Figure 1. M1 wires (run 1).
Scale bar: 50 µm. Supply wires on this layer in gray.
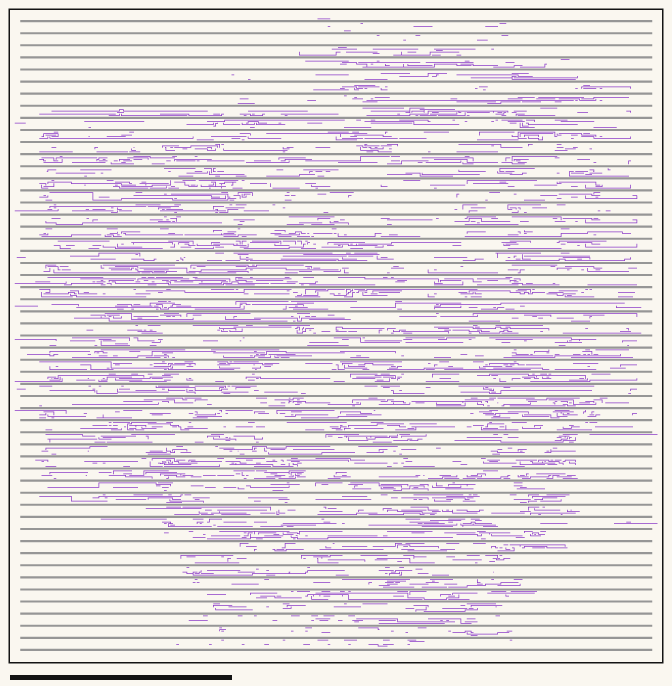
Figure 2. Metal 2 (run 1).
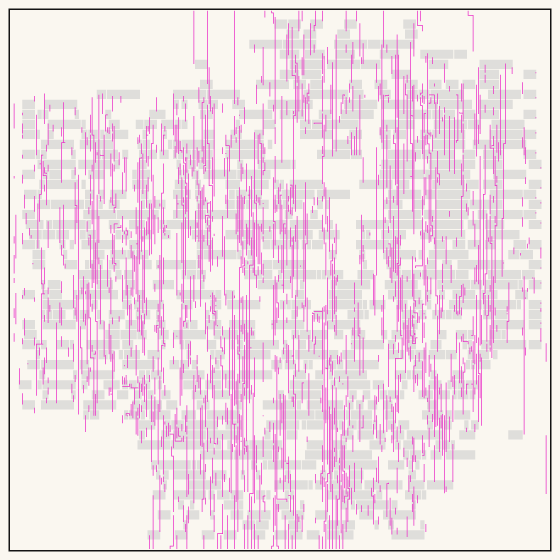
Figure 3. Congestion heat map (run 1).
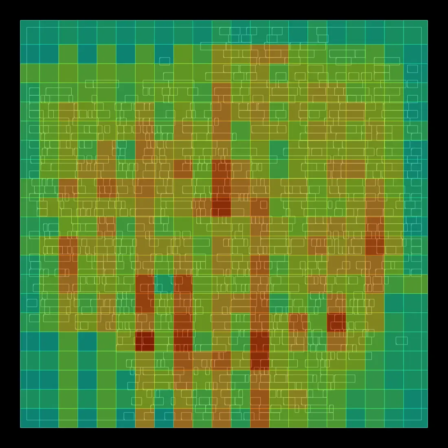
Figure 4. M3 wires (run 1).
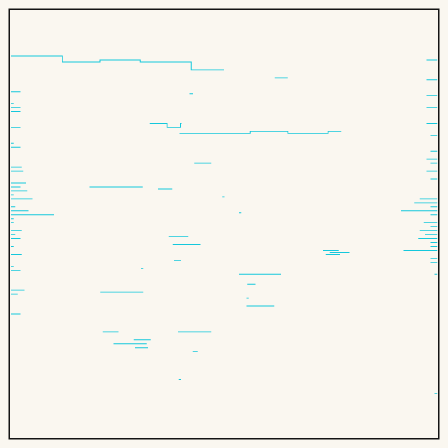
## src/rtl/fp_div_seq.sv

```systemverilog
// Iterative IEEE-754 single-precision divider: restoring mantissa division, one quotient bit per clock.
// Define FP_DIV_SPECIAL_EN to decode Inf/NaN operands; otherwise exponent 8'hFF is an ordinary value.
module fp_div_seq #(
  parameter int DATA_WIDTH = 32,
  parameter int EXP_WIDTH  = 8,
  parameter int MANT_WIDTH = 23,
  parameter int BIAS       = 127
) (
  input  logic                  in_clk,
  input  logic                  in_rst_n,
  input  logic                  in_start,
  input  logic [DATA_WIDTH-1:0] in_numA,
  input  logic [DATA_WIDTH-1:0] in_numB,
  output logic                  out_busy,
  output logic                  out_valid,
  output logic [DATA_WIDTH-1:0] out_result,
  output logic                  out_div_by_zero
);
  localparam int MW  = MANT_WIDTH + 1;
  localparam int QW  = MANT_WIDTH + 2;
  localparam int RW  = MANT_WIDTH + 3;
  localparam int EW2 = EXP_WIDTH + 2;
  localparam int CW  = $clog2(MANT_WIDTH + 2);
  localparam logic signed [EW2-1:0] EXP_MAX  = {2'b00, {EXP_WIDTH{1'b1}}};
  localparam logic signed [EW2-1:0] EXP_ZERO = {EW2{1'b0}};

  typedef enum logic [1:0] {IDLE = 2'd0, DIVIDE = 2'd1, NORM = 2'd2} state_t;

  state_t                  state_r, state_next_s;
  logic                    sign_r, bypass_r, dbz_r, busy_s;
  logic [EXP_WIDTH-1:0]    exp_a_r, exp_b_r;
  logic [MW-1:0]           mant_b_r;
  logic [RW-1:0]           rem_r, trial_s;
  logic [QW-1:0]           quo_r;
  logic [CW-1:0]           cnt_r;
  logic [DATA_WIDTH-1:0]   special_r, special_s, norm_res_s, out_result_r;
  logic                    out_valid_r, out_dbz_r;
  logic                    sign_s, zero_a_s, zero_b_s, bypass_s, dbz_s, ge_s;
  logic signed [EW2-1:0]   e_s, exp_n_s;
  logic [MANT_WIDTH-1:0]   frac_n_s;

  assign sign_s   = in_numA[DATA_WIDTH-1] ^ in_numB[DATA_WIDTH-1];
  assign zero_a_s = (in_numA[DATA_WIDTH-2 -: EXP_WIDTH] == {EXP_WIDTH{1'b0}});
  assign zero_b_s = (in_numB[DATA_WIDTH-2 -: EXP_WIDTH] == {EXP_WIDTH{1'b0}});

`ifdef FP_DIV_SPECIAL_EN
  logic inf_a_s, inf_b_s, nan_a_s, nan_b_s;
  assign inf_a_s = (in_numA[DATA_WIDTH-2 -: EXP_WIDTH] == {EXP_WIDTH{1'b1}}) &&
                   (in_numA[MANT_WIDTH-1:0] == {MANT_WIDTH{1'b0}});
  assign inf_b_s = (in_numB[DATA_WIDTH-2 -: EXP_WIDTH] == {EXP_WIDTH{1'b1}}) &&
                   (in_numB[MANT_WIDTH-1:0] == {MANT_WIDTH{1'b0}});
  assign nan_a_s = (in_numA[DATA_WIDTH-2 -: EXP_WIDTH] == {EXP_WIDTH{1'b1}}) && !inf_a_s;
  assign nan_b_s = (in_numB[DATA_WIDTH-2 -: EXP_WIDTH] == {EXP_WIDTH{1'b1}}) && !inf_b_s;
`endif

  // Operand classification: decides whether the divide loop is skipped and what the special result is.
  always_comb begin
    bypass_s  = 1'b1;
    dbz_s     = 1'b0;
    special_s = {sign_s, {(DATA_WIDTH-1){1'b0}}};
`ifdef FP_DIV_SPECIAL_EN
    if (nan_a_s || nan_b_s || (zero_a_s && zero_b_s) || (inf_a_s && inf_b_s)) begin
      special_s = {1'b0, {EXP_WIDTH{1'b1}}, 1'b1, {(MANT_WIDTH-1){1'b0}}};
    end else if (inf_a_s) begin
      special_s = {sign_s, {EXP_WIDTH{1'b1}}, {MANT_WIDTH{1'b0}}};
    end else if (inf_b_s) begin
      special_s = {sign_s, {(DATA_WIDTH-1){1'b0}}};
    end else if (zero_b_s) begin
      special_s = {sign_s, {EXP_WIDTH{1'b1}}, {MANT_WIDTH{1'b0}}};
      dbz_s     = 1'b1;
    end else if (zero_a_s) begin
      special_s = {sign_s, {(DATA_WIDTH-1){1'b0}}};
    end else begin
      bypass_s  = 1'b0;
    end
`else
    if (zero_a_s) begin
      special_s = {sign_s, {(DATA_WIDTH-1){1'b0}}};
    end else if (zero_b_s) begin
      special_s = {sign_s, {EXP_WIDTH{1'b1}}, {MANT_WIDTH{1'b0}}};
      dbz_s     = 1'b1;
    end else begin
      bypass_s  = 1'b0;
    end
`endif
  end

  assign trial_s = rem_r - {2'b00, mant_b_r};
  assign ge_s    = (rem_r >= {2'b00, mant_b_r});

  // Normalisation: Q lies in [2^23, 2^25), so at most one position of adjustment.
  always_comb begin
    e_s = {2'b00, exp_a_r} - {2'b00, exp_b_r} + EW2'(BIAS);
    if (quo_r[QW-1]) begin
      exp_n_s  = e_s;
      frac_n_s = quo_r[MANT_WIDTH:1];
    end else begin
      exp_n_s  = e_s - {{(EW2-1){1'b0}}, 1'b1};
      frac_n_s = quo_r[MANT_WIDTH-1:0];
    end
    if (exp_n_s >= EXP_MAX) begin
      norm_res_s = {sign_r, {EXP_WIDTH{1'b1}}, {MANT_WIDTH{1'b0}}};
    end else if (exp_n_s <= EXP_ZERO) begin
      norm_res_s = {sign_r, {(DATA_WIDTH-1){1'b0}}};
    end else begin
      norm_res_s = {sign_r, exp_n_s[EXP_WIDTH-1:0], frac_n_s};
    end
  end

  // State register.
  always_ff @(posedge in_clk or negedge in_rst_n) begin
    if (!in_rst_n) state_r <= IDLE;
    else           state_r <= state_next_s;
  end

  // Next-state logic.
  always_comb begin
    state_next_s = state_r;
    case (state_r)
      IDLE:    if (in_start) state_next_s = bypass_s ? NORM : DIVIDE;
               else          state_next_s = IDLE;
      DIVIDE:  if (cnt_r == {CW{1'b0}}) state_next_s = NORM;
               else                     state_next_s = DIVIDE;
      NORM:    state_next_s = IDLE;
      default: state_next_s = IDLE;
    endcase
  end

  // Output decode from the state register.
  always_comb begin
    busy_s = 1'b0;
    case (state_r)
      DIVIDE, NORM: busy_s = 1'b1;
      default:      busy_s = 1'b0;
    endcase
  end

  // Datapath: operand capture, one restoring step per DIVIDE cycle, result registration in NORM.
  always_ff @(posedge in_clk or negedge in_rst_n) begin
    if (!in_rst_n) begin
      sign_r       <= 1'b0;
      bypass_r     <= 1'b0;
      dbz_r        <= 1'b0;
      exp_a_r      <= {EXP_WIDTH{1'b0}};
      exp_b_r      <= {EXP_WIDTH{1'b0}};
      mant_b_r     <= {MW{1'b0}};
      rem_r        <= {RW{1'b0}};
      quo_r        <= {QW{1'b0}};
      cnt_r        <= {CW{1'b0}};
      special_r    <= {DATA_WIDTH{1'b0}};
      out_result_r <= {DATA_WIDTH{1'b0}};
      out_valid_r  <= 1'b0;
      out_dbz_r    <= 1'b0;
    end else begin
      out_valid_r <= 1'b0;
      case (state_r)
        IDLE: begin
          if (in_start) begin
            sign_r    <= sign_s;
            bypass_r  <= bypass_s;
            dbz_r     <= dbz_s;
            special_r <= special_s;
            exp_a_r   <= in_numA[DATA_WIDTH-2 -: EXP_WIDTH];
            exp_b_r   <= in_numB[DATA_WIDTH-2 -: EXP_WIDTH];
            mant_b_r  <= {1'b1, in_numB[MANT_WIDTH-1:0]};
            rem_r     <= {2'b01, in_numA[MANT_WIDTH-1:0]};
            quo_r     <= {QW{1'b0}};
            cnt_r     <= CW'(MANT_WIDTH + 1);
            out_dbz_r <= 1'b0;
          end
        end
        DIVIDE: begin
          rem_r <= ge_s ? (trial_s << 1) : (rem_r << 1);
          quo_r <= {quo_r[QW-2:0], ge_s};
          cnt_r <= cnt_r - {{(CW-1){1'b0}}, 1'b1};
        end
        NORM: begin
          out_result_r <= bypass_r ? special_r : norm_res_s;
          out_dbz_r    <= dbz_r;
          out_valid_r  <= 1'b1;
        end
        default: out_valid_r <= 1'b0;
      endcase
    end
  end

  assign out_busy        = busy_s;
  assign out_valid       = out_valid_r;
  assign out_result      = out_result_r;
  assign out_div_by_zero = out_dbz_r;
endmodule

```

## config.mk

```make
export PLATFORM = sky130hd
export DESIGN_NAME = fp_div_seq
export DESIGN_NICKNAME = d
export VERILOG_FILES = /design/src/rtl/fp_div_seq.sv
export SDC_FILE = /design/constraint.sdc
export NUM_CORES = 1
export LEC_CHECK = 0
export CELL_PAD_IN_SITES_DETAIL_PLACEMENT = 0
export CELL_PAD_IN_SITES_GLOBAL_PLACEMENT = 2
export CORE_MARGIN = 2
export CORE_UTILIZATION = 38
export CTS_CLUSTER_DIAMETER = 30
export CTS_CLUSTER_SIZE = 16
export DETAILED_ROUTE_END_ITERATION = 10
export PLACE_DENSITY = 0.94
export SYNTH_ARGS = -nofsm -noshare
export SYNTH_HDL_FRONTEND = slang
export SYNTH_SLANG_ARGS = --single-unit
```

## constraint.sdc

```tcl
create_clock -name in_clk -period 6.59 [get_ports in_clk]
set_input_delay 1.318 -clock in_clk [delete_from_list [all_inputs] [get_ports in_clk]]
set_output_delay 1.318 -clock in_clk [all_outputs]
set_load 0.02 [all_outputs]
```

==> CHANGELOG.md, run 1 <==
### Physical design

* CP Data Required Time at 6.88 ns
* PortBufs at 101
* FP Util at 38.47%
* Worst-path clk slew at 0.07 ns
* Cycle use final at 56.92%
* Min cycle time layout at 3.751 ns
* Final setup vio count at 0
* CTS resizes at 0
* Largest stage delay, worst path at 0.49 ns
* Critical path class: flop to flop
* DR iter-0 viols at 294
* Die width at 146.7 µm
* Layout cells sized above 1 at 9.751%
* YS chip area at 7734 µm²
* Slew @ Worst Pin at 1.087 ns
* Yosys warning tally at 0
* Max-cap viol count at 0
* Core area at 20,100 µm²
* Top_reg_cell synth: dfrtp_1
* Unique masters post-synth at 65
* Avg Cell Area, Syn at 9.979 µm²
* Area share, top type at 43.68%
* Number of antenna violations at the first check in global routing at 0
* Dpl hpwl at 12,400 µm
* Biggest area consumer among synthesized cells: dfrtp_1
* Pin count of the biggest net entering global routing at 93
* Worst Hold Depth at 2
* Mapped cell area at 7734 µm²
* CP Depth at 16
* Ant diodes at 0
* Floorplan Nets at 882
* GP Congestion at 0.7803
* Post-synth ARST share at 100.0%
* Vias per inst at 5.207
* Post-DRT Antenna Nets at 0
* Comb. cell area at 4000 µm²
* CP Data Arrival Time at 4.04 ns
* Final Cell Area at 9620 µm²
* Clock skew at 0.009178 ns
* Worst-Skew Late Latency at 0.42 ns
* H-tree Lvls at 4
* Slowest CP cell: fa_1
* Status: complete, no violations
* TritonCTS clock tree: done
* Vias in the first global route at 5,817
* Register area share after synthesis at 43.68%
* Pre-CTS setup slack at 2.737 ns
* Synth top area cells: dfrtp_1 (44%), ha_1 (6.1%), o21ai_0 (4.9%)
* Ports at 102
* Ys cells at 775
* # rows at 52
* CP max FO at 23
* Die area at 21,510 µm²
* GRT overflow at 0
* Peak VDD IR at 262.5 µV
* Max-slew violations at 0
* Clock Tree Root: clkbuf_16
* PwrDens at 624.9 nW/µm²
* Final Hold Fails at 0
* Worst Setup Start Kind: flop
* Drt drc at 0
* CTS sink count at 135
* Total Nets Final at 976
* Hold Crit Class: flop to flop
* Flip-flops with a built-in enable at 0
* First-pass GRT wire length at 29,950 µm
* Post-layout util at 47.85%
* Most used cell, CP: inv_1
* Die Span Y at 146.7 µm
* Lkg Pwr at 4.120 nW
* Most frequent cell after synthesis: dfrtp_1
* Slew Limit Headroom at 27.55%
* Commonest cells post-synth: dfrtp_1 (135), o21ai_0 (75), nand2_1 (68)
* Post-Syn Instances at 775
* Placed Area at 9017 µm²
* Crit path cell chain: inv_1 > ha_1 > inv_1 > fa_1 > inv_1 > ha_1 > xnor3_1 > nand3_1 > nand2_1 > nor3b_2 > xor2_1 > nor4b_1 > and3_1 > a2111o_1 > buf_4 > o2bb2ai_1
* Area grow syn2layout at 24.40%
* Reg area at 3378 µm²
* DRT Pass-1 Iters at 4
* CP endpoint kind: flop
* Setup TNS at 0 ns
* CTS Buf Count at 17
* RSZ-0062 raised after global routing: no
* Max Clock Freq at 0.2666 GHz
* Post-CTS setup buffers at 0
* Clock tree buffer depth at 2
* Filler cells at 1,880
* PnR worst setup slack at 2.839 ns
* DR WL/cell at 15.42 µm
* Flops out of synthesis at 135
* CP delay by family, top: simple AND/OR/NAND/NOR gates
* Tool warnings at 29
* R2R cell count at 16
* Hold buffer count at CTS at 0
* Bufs and invs on worst path at 4
About Figure 1:
The layer holds 49% of the routed length. The wires run mostly horizontal. The longest straight run is 46.5 µm.
Routed WL: 17,760 µm
met1 Resource Use GR: 23.95%
vias: 5,999

About Figure 2:
The wires run mostly vertical. The layer holds 47% of the routed length. The layer carries 8,370 µm of wire.
M2 GR Usage: 27.86%

About Figure 3:
Top Usage Layer GRT: met2
grt met3 use: 3.438%
All-Layer GR Usage: 17.20%

About Figure 4:
The layer holds 2.8% of the routed length. The wires run mostly horizontal. 72 nets have wire on it. The longest straight run is 24.2 µm. The layer carries 492 µm of wire.

==> run 1: final timing paths <==
kind,to,slack (ns),start
max,out_result[0]$_DFFE_PN0P_,2.84,exp_a_r[0]$_DFFE_PN0P_
min,mant_b_r[23]$_DFFE_PN0P_,0.45,mant_b_r[23]$_DFFE_PN0P_
max reg2reg,out_result[0]$_DFFE_PN0P_,2.84,exp_a_r[0]$_DFFE_PN0P_
min reg2reg,mant_b_r[23]$_DFFE_PN0P_,0.45,mant_b_r[23]$_DFFE_PN0P_
max in group asynchronous,rem_r[5]$_DFFE_PN0P_,4.54,in_rst_n
min in group asynchronous,out_valid$_DFF_PN0_,0.97,in_rst_n
==> run 1: layer usage <==
metal  vias up  part of all wire, %  track usage (%)
met3        15                  2.8            3.438
met2       107                   47            27.86
met1      2884                   49            23.95
met4         0                  1.0            3.786
li1       2993                    -                -
met5         -                    0                0
==> run 1: cells in the final DEF, fill, tap and decap left out, drive strengths merged, types with 3 or more instances in the layout <==
| cell type | count |
|---|---|
| dfrtp | 135 |
| clkdlybuf4s50 | 100 |
| o21ai | 77 |
| nand2 | 68 |
| inv | 68 |
| ha | 38 |
| nor2 | 36 |
| a21oi | 36 |
| mux2i | 32 |
| a22o | 28 |
| o2bb2ai | 23 |
| xnor2 | 20 |
| a22oi | 18 |
| clkbuf | 17 |
| nand3 | 13 |
| mux2 | 12 |
| a21o | 12 |
| nand2b | 12 |
| xor2 | 12 |
| nor2b | 10 |
| nor3 | 10 |
| buf | 10 |
| a31oi | 9 |
| o21a | 7 |
| nor4 | 5 |
| and3 | 5 |
| o221ai | 5 |
| a21boi | 5 |
| o31ai | 4 |
| or4 | 3 |
| o211ai | 3 |
| or3 | 3 |
| a32oi | 3 |
| a311oi | 3 |
| a211o | 3 |
| clkinv | 3 |
==> run 1: worst min-delay path, cell delays in order (launching register included) <==
cell	delay (ns)
dfrtp_1	0.32
inv_1	0.05
nand2_1	0.05
==> run 1: area by class of cell <==
cell class / instances / share of cell area, %
clock buffer: 17 / 4.422
clock inverter: 15 / 1.847
inverter: 59 / 2.302
multi-input combinational: 546 / 41.58
sequential: 135 / 35.12
tap: 270 / 3.512
timing repair buffer: 110 / 11.22
==> run 1: metrics by stage <==
stage	std cells	power [mW]	hold WS (ns)
detailed placement	1120	5.059	0.4392
global placement	1120	5.026	0.4452
global route	1152	6.599	0.4912
CTS	1152	6.068	0.4546
floorplan	775	4.233	0.4181
finish	1152	6.012	0.4518
==> run 1: registers in the layout, indices dropped and copies added (netlist names), 2 cells and up <==
register	flops
mant_b_r	24
special_r	2
state_r	2
cnt_r	5
out_result	32
exp_a_r	8
rem_r	26
exp_b_r	8
quo_r	25
==> run 1: cell families after synthesis <==
kind of cell	share of synthesized area [%]
compound gates	23.93
simple gates	10.86
flops	43.68
buf+inv	4.821
mux	5.889
fa+ha+maj	6.666
xor+xnor	4.158
==> run 1: where the power goes <==
group / switching, mW / internal (mW)
logic: 2.04 / 1.59
registers: 0.229 / 1.18
clock network: 0.427 / 0.544
total: 2.70 / 3.31
==> inputs of run 2 (changes only) <==
--- a/config.mk
+++ b/config.mk
@@ -8,11 +8,11 @@
 export CELL_PAD_IN_SITES_DETAIL_PLACEMENT = 0
 export CELL_PAD_IN_SITES_GLOBAL_PLACEMENT = 2
 export CORE_MARGIN = 2
-export CORE_UTILIZATION = 38
+export CORE_UTILIZATION = 36
 export CTS_CLUSTER_DIAMETER = 30
 export CTS_CLUSTER_SIZE = 16
 export DETAILED_ROUTE_END_ITERATION = 10
-export PLACE_DENSITY = 0.94
+export PLACE_DENSITY = 0.9
 export SYNTH_ARGS = -nofsm -noshare
 export SYNTH_HDL_FRONTEND = slang
 export SYNTH_SLANG_ARGS = --single-unit
==> constraint.sdc (replaced) <==
create_clock -name in_clk -period 3.7 [get_ports in_clk]
set_input_delay 0.74 -clock in_clk [delete_from_list [all_inputs] [get_ports in_clk]]
set_output_delay 0.74 -clock in_clk [all_outputs]
set_load 0.02 [all_outputs]
Figure 5. Metal 2 (run 2).
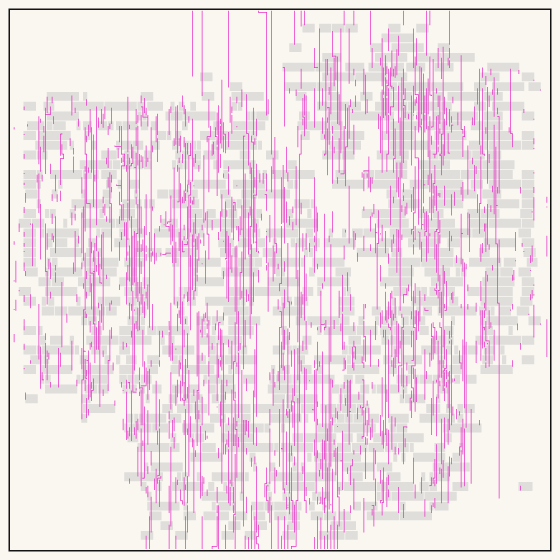
The wires run mostly vertical. The layer holds 48% of the routed length. The layer carries 8,920 µm of wire. The longest straight run is 74.5 µm.
vias: 6,062
M2 GR Usage: 27.86%
Routed WL: 18,470 µm

==> CHANGELOG.md, run 2 <==
### Physical design

* Status: complete, no violations
* Dpl hpwl at 12,760 µm
* CP Data Required Time at 4.06 ns
* First-pass GRT wire length at 29,980 µm
* Drt drc at 0
* Synth top area cells: dfrtp_1 (44%), ha_1 (6.1%), o21ai_0 (4.9%)
* Hold Crit Class: input port to async pin
* Area grow syn2layout at 28.05%
* Slew Limit Headroom at 50.58%
* Number of antenna violations at the first check in global routing at 0
* Dominant logic cell types in the final layout: dfrtp_1 (135), clkdlybuf4s50_1 (100), o21ai_0 (75)
* Die Span Y at 150.6 µm
* Biggest area consumer among synthesized cells: dfrtp_1
* Max Clock Freq at 0.2800 GHz
* Final Hold Fails at 0
* Vias in the first global route at 5,960
* Avg Cell Area, Syn at 9.979 µm²
* Total power at 11.22 mW
* RSZ-0062 raised after global routing: yes
* PortBufs at 101
* Total Nets Final at 986
* Post-DRT Antenna Nets at 0
* Pin count of the biggest net entering global routing at 70
* Die width at 150.6 µm
* PwrDens at 1133 nW/µm²
* Flops out of synthesis at 135
* CTS sink count at 135
* Mapped cell area at 7734 µm²
* Tool warnings at 30
* Worst Setup Start Kind: flop
* Most frequent cell after synthesis: dfrtp_1
* Filler cells at 1,995
* Register area share after synthesis at 43.68%
* Number of flip-flops in the largest register at 32
* Final setup vio count at 0
* GRT overflow at 0
* Floorplan Nets at 882
* Cycle use final at 96.53%
* FP Util at 36.79%
* CP max FO at 6
* Worst-path clk slew at 0.07 ns
* Max-cap viol count at 0
* Vias per inst at 5.195
* CTS Buf Count at 17
* Clock tree buffer depth at 2
* Layout cells sized above 1 at 12.56%
* Post-synth ARST share at 100.0%
* Clock Tree Root: clkbuf_16
* Core area at 21,020 µm²
* Peak VDD IR at 431.5 µV
* Min cycle time layout at 3.572 ns
* CP Data Arrival Time at 3.93 ns
* Ports at 102
* DRT Pass-1 Iters at 5
* H-tree Lvls at 4
* TritonCTS clock tree: done
* Lkg Pwr at 4.242 nW
* Worst-Skew Late Latency at 0.43 ns
* Area share, top type at 43.68%
* Unique masters post-synth at 65
* Setup TNS at 0 ns
* Most numerous logic cell after layout: dfrtp_1
* # rows at 53
* Commonest cells post-synth: dfrtp_1 (135), o21ai_0 (75), nand2_1 (68)
* Slew @ Worst Pin at 0.7335 ns
* Placed Area at 9104 µm²
* Clock skew at 0.008885 ns
Figure 6. Congestion heat map (run 2).
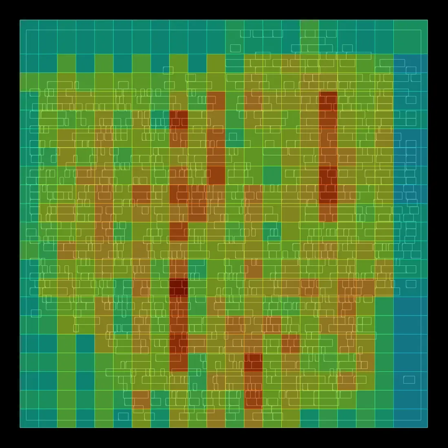
DR WL/cell: 15.83 µm
post-layout util: 47.11%
grt met3 use: 3.121%
met1 Resource Use GR: 22.21%
All-Layer GR Usage: 16.73%

[run 2: kinds of logic (layout without fill, tap and decap cells)]
logic type | Yosys count | count (layout) | share of synthesized area (%)
fa+ha+maj | 40 | 40 | 6.666
xor+xnor | 33 | 33 | 4.158
simple gates | 177 | 177 | 10.86
buf+inv | 94 | 211 | 4.821
mux | 44 | 44 | 5.889
flops | 135 | 135 | 43.68
compound gates | 252 | 252 | 23.93
[run 2: worst paths after layout]
kind / startpoint / endpoint / slack [ns] / depth (start not counted)
worst max-delay path: exp_a_r[0]$_DFFE_PN0P_ / out_result[0]$_DFFE_PN0P_ / 0.13 / 16
worst min-delay path: in_rst_n / out_result[24]$_DFFE_PN0P_ / 0.31 / 1
max in group asynchronous: in_rst_n / quo_r[9]$_DFFE_PN0P_ / 2.61 / 2
worst max register to register: exp_a_r[0]$_DFFE_PN0P_ / out_result[0]$_DFFE_PN0P_ / 0.13 / 16
min in group in_clk: mant_b_r[23]$_DFFE_PN0P_ / mant_b_r[23]$_DFFE_PN0P_ / 0.45 / 2
worst min register to register: mant_b_r[23]$_DFFE_PN0P_ / mant_b_r[23]$_DFFE_PN0P_ / 0.45 / 2
[run 2: power breakdown]
| group | internal (mW) | switching (mW) | total [mW] |
|---|---|---|---|
| Combinational | 3.11 | 3.80 | 6.91 |
| Sequential | 2.10 | 0.412 | 2.51 |
| Clock | 1.04 | 0.770 | 1.81 |
| Total | 6.24 | 4.98 | 11.2 |
[run 2: metrics by stage]
| step | util [%] | setup slack [ns] | instances |
|---|---|---|---|
| 6_report | 47.11 | 0.1283 | 1167 |
| 2_1_floorplan | - | 0.3711 | 775 |
| 5_1_grt | 47.11 | -0.009321 | 1167 |
| 3_3_place_gp | 43.31 | 0.1835 | 1129 |
| 3_5_place_dp | 43.31 | 0.1093 | 1129 |
| 4_1_cts | 46.30 | 0.08134 | 1161 |
[run 2: final cells by class]
type                            instances  area (µm²)  area share (%)
Multi-Input combinational cell        546        4084           41.24
Sequential cell                       135        3378           34.11
Timing Repair Buffer                  120        1244           12.56
Clock buffer                           17       425.4           4.296
Tap cell                              275       344.1           3.474
Inverter                               59       224.0           2.262
Clock inverter                         15       203.9           2.059
[run 2: what timing repair did]
item / in CTS / in global routing
resized: 0 / 20
hold buffers: 0 / 0
hold endpoints to repair: 0 / 0
buffers inserted: 0 / 3
endpoints found under the setup margin: 0 / 23
[run 2: worst max-delay path: stages (launching register included)]
cell and delay, ns:
dfrtp_1 0.37, inv_2 0.07, ha_4 0.12, inv_1 0.05
fa_2 0.56, inv_4 0.05, ha_4 0.16, xnor3_2 0.27
nand3_2 0.09, nand2_2 0.08, nor3b_4 0.26, nand2_2 0.11
xnor2_2 0.17, and3_1 0.20, a2111o_2 0.56, clkbuf_16 0.21
o2bb2ai_1 0.13
[run 2: layer usage]
metal | vias up | GRT usage, % | wire [µm]
li1 | 3011 | - | -
met1 | 2927 | 22.21 | 8750
met2 | 110 | 27.86 | 8921
met3 | 14 | 3.121 | 661
met4 | 0 | 4.907 | 140
met5 | - | 0 | 0
==> inputs of run 3 (changes only) <==
==> constraint.sdc (replaced) <==
create_clock -name in_clk -period 3.31 [get_ports in_clk]
set_input_delay 0.662 -clock in_clk [delete_from_list [all_inputs] [get_ports in_clk]]
set_output_delay 0.662 -clock in_clk [all_outputs]
set_load 0.02 [all_outputs]
Figure 7. M1 wires (run 3).
Scale bar: 50 µm. Supply wires on this layer in gray.
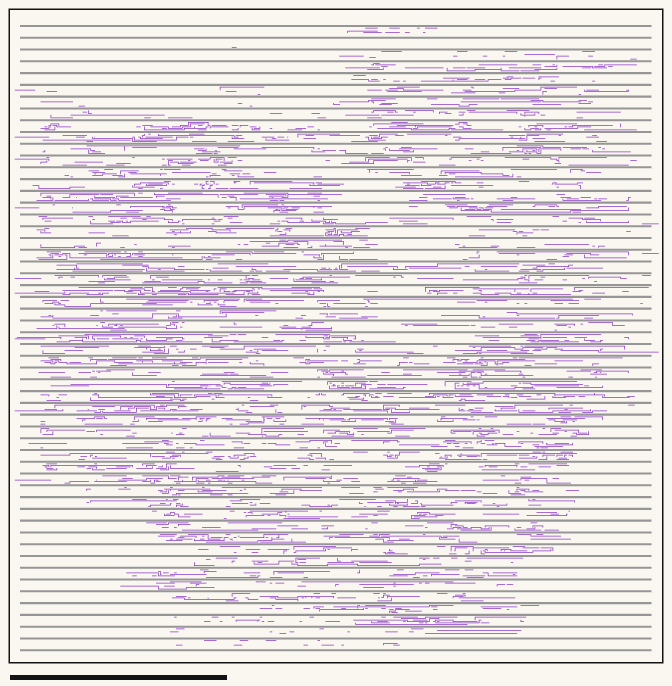
The wires run mostly horizontal. 915 nets have wire on it. The longest straight run is 48.3 µm. The layer carries 8,800 µm of wire.
met1 Resource Use GR: 22.74%
vias: 6,213
Routed WL: 18,810 µm

==> CHANGELOG.md, run 3 <==
### Physical design

* Placed Area at 9284 µm²
* Final Cell Area at 10,070 µm²
* Post-DRT Antenna Nets at 0
* H-tree Lvls at 4
* Synth top area cells: dfrtp_1 (44%), ha_1 (6.1%), o21ai_0 (4.9%)
* CTS sink count at 135
* YS chip area at 7734 µm²
* Ant diodes at 0
* Slew Limit Headroom at 57.64%
* TritonCTS clock tree: done
* FP Util at 36.79%
* Max Clock Freq at 0.2960 GHz
* Final setup vio count at 23
* RSZ-0062 raised after global routing: yes
* WHS at 0.2078 ns
* Vias per inst at 5.217
* Most frequent cell after synthesis: dfrtp_1
* Area grow syn2layout at 30.16%
* Final Hold Fails at 0
* CP max FO at 23
* GP Congestion at 0.7968
* Floorplan Nets at 882
* Avg Cell Area, Syn at 9.979 µm²
* Register area share after synthesis at 43.68%
* Total Nets Final at 1,010
* Status: finished with violations
* PortBufs at 101
* Drt drc at 0
* Clock tree buffer depth at 2
* Flops out of synthesis at 135
* Die area at 22,670 µm²
* Dominant logic cell types in the final layout: dfrtp_1 (135), clkdlybuf4s50_1 (100), o21ai_0 (74)
* Yosys warning tally at 0
* Worst-Skew Late Latency at 0.42 ns
* Clock skew at 0.009422 ns
* Max-cap viol count at 0
* Most numerous logic cell after layout: dfrtp_1
* Slew @ Worst Pin at 0.6287 ns
* Die width at 150.6 µm
* Post-synth ARST share at 100.0%
* Critical path class: flop to flop
* Pin count of the biggest net entering global routing at 65
* Tool warnings at 31
* Clock Tree Root: clkbuf_16
* First-pass GRT wire length at 31,370 µm
* Number of antenna violations at the first check in global routing at 0
* Biggest area consumer among synthesized cells: dfrtp_1
* Layout cells sized above 1 at 15.50%
* Cycle use final at 102.1%
* PwrDens at 1332 nW/µm²
* Dpl hpwl at 13,390 µm
* Top_reg_cell synth: dfrtp_1
* Vias in the first global route at 6,290
* PnR worst setup slack at -0.06814 ns
* Unique masters post-synth at 65
* Peak VDD IR at 548.3 µV
* Commonest cells post-synth: dfrtp_1 (135), o21ai_0 (75), nand2_1 (68)
* Worst Setup Start Kind: flop
* Number of flip-flops in the largest register at 32
* Post-Syn Instances at 775
* Worst-path clk slew at 0.07 ns
* Hold Crit Class: input port to async pin
* Ports at 102
* Min cycle time layout at 3.378 ns
* Core area at 21,020 µm²
* DRT Pass-1 Iters at 4
* # rows at 53
* Pre-CTS setup slack at -0.03520 ns
* Area share, top type at 43.68%
* Mapped cell area at 7734 µm²
* Flip-flops with a built-in enable at 0
* Total power at 13.41 mW
* Ys cells at 775
* CTS Buf Count at 17
* CP Data Arrival Time at 3.73 ns
* Lkg Pwr at 4.344 nW
* CP endpoint kind: flop
* Failing checks: setup timing
* GRT overflow at 0
* Max-slew violations at 0
* Die Span Y at 150.6 µm
* CP Data Required Time at 3.66 ns
* DR iter-0 viols at 226
Figure 8. Congestion heat map (run 3).
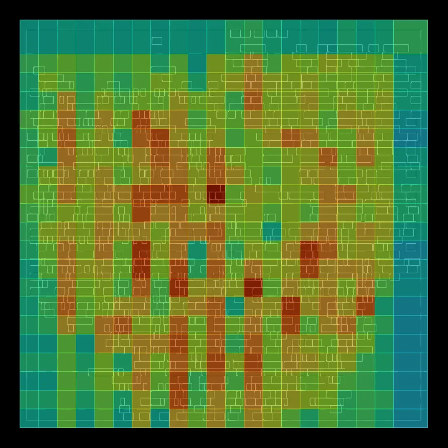
DR WL/cell: 15.79 µm
M2 GR Usage: 29.61%
grt met3 use: 3.303%
post-layout util: 47.88%
All-Layer GR Usage: 17.38%

==> run 3: kinds of logic after synthesis <==
group | count (synthesis) | share of synthesized area (%)
compound gates | 252 | 23.93
simple gates | 177 | 10.86
flops | 135 | 43.68
buf+inv | 94 | 4.821
mux | 44 | 5.889
fa+ha+maj | 40 | 6.666
xor+xnor | 33 | 4.158
==> run 3: report_power, final <==
group	switching (mW)	internal, mW
clock	0.840	1.16
combinational	4.53	4.08
sequential	0.462	2.34
total	5.83	7.58
==> run 3: worst max-delay path, stage by stage (launching register included) <==
cell and delay, ns:
dfrtp_1 0.37, inv_2 0.07, ha_4 0.13, inv_2 0.03, fa_1 0.37, a211o_1 0.31
a2111o_1 0.42, o311ai_4 0.11, a21oi_2 0.08, a21o_1 0.18, o21a_1 0.20, or2_1 0.24
a2111o_1 0.43, buf_12 0.19, o2bb2ai_1 0.15
==> run 3: path summary, 6_finish.rpt <==
path                                           from                        end  slack (ns)  cells past startpoint
max                          exp_a_r[0]$_DFFE_PN0P_  out_result[2]$_DFFE_PN0P_       -0.07                     14
min                                        in_rst_n   mant_b_r[16]$_DFFE_PN0P_        0.21                      1
max reg2reg                  exp_a_r[0]$_DFFE_PN0P_  out_result[2]$_DFFE_PN0P_       -0.07                     14
min reg2reg                mant_b_r[23]$_DFFE_PN0P_   mant_b_r[23]$_DFFE_PN0P_        0.46                      2
max in group asynchronous                  in_rst_n  out_result[0]$_DFFE_PN0P_        2.25                      2
min in group in_clk        mant_b_r[23]$_DFFE_PN0P_   mant_b_r[23]$_DFFE_PN0P_        0.46                      2
==> run 3: metrics by stage <==
step,std cells,setup TNS (ns)
2_1_floorplan,775,0
3_3_place_gp,1156,0
3_5_place_dp,1156,-0.4773
4_1_cts,1189,-0.9377
5_1_grt,1191,-4.562
6_report,1191,-1.176
==> run 3: layout make-up <==
type	instances	area, µm²
sequential	135	3378
tap	275	344.1
inverter	59	221.5
timing repair buffer	144	1364
fill	1997	10960
multi-input combinational	546	4135
clock buffer	17	425.4
clock inverter	15	197.7
==> run 3: what timing repair did <==
action                     in CTS  in global routing
setup endpoints to repair      23                 51
gates resized                   6                 21
setup buffers                   1                  2
pin swaps                       1                  3
hold buffers                    0                  0
==> run 3: layer usage <==
metal / global-route usage, % / part of all wire (%)
met4: 4.439 / 1.3
met5: 0 / 0
met2: 29.61 / 49
met1: 22.74 / 47
met3: 3.303 / 3.4
Power and IR drop assume default switching activity.
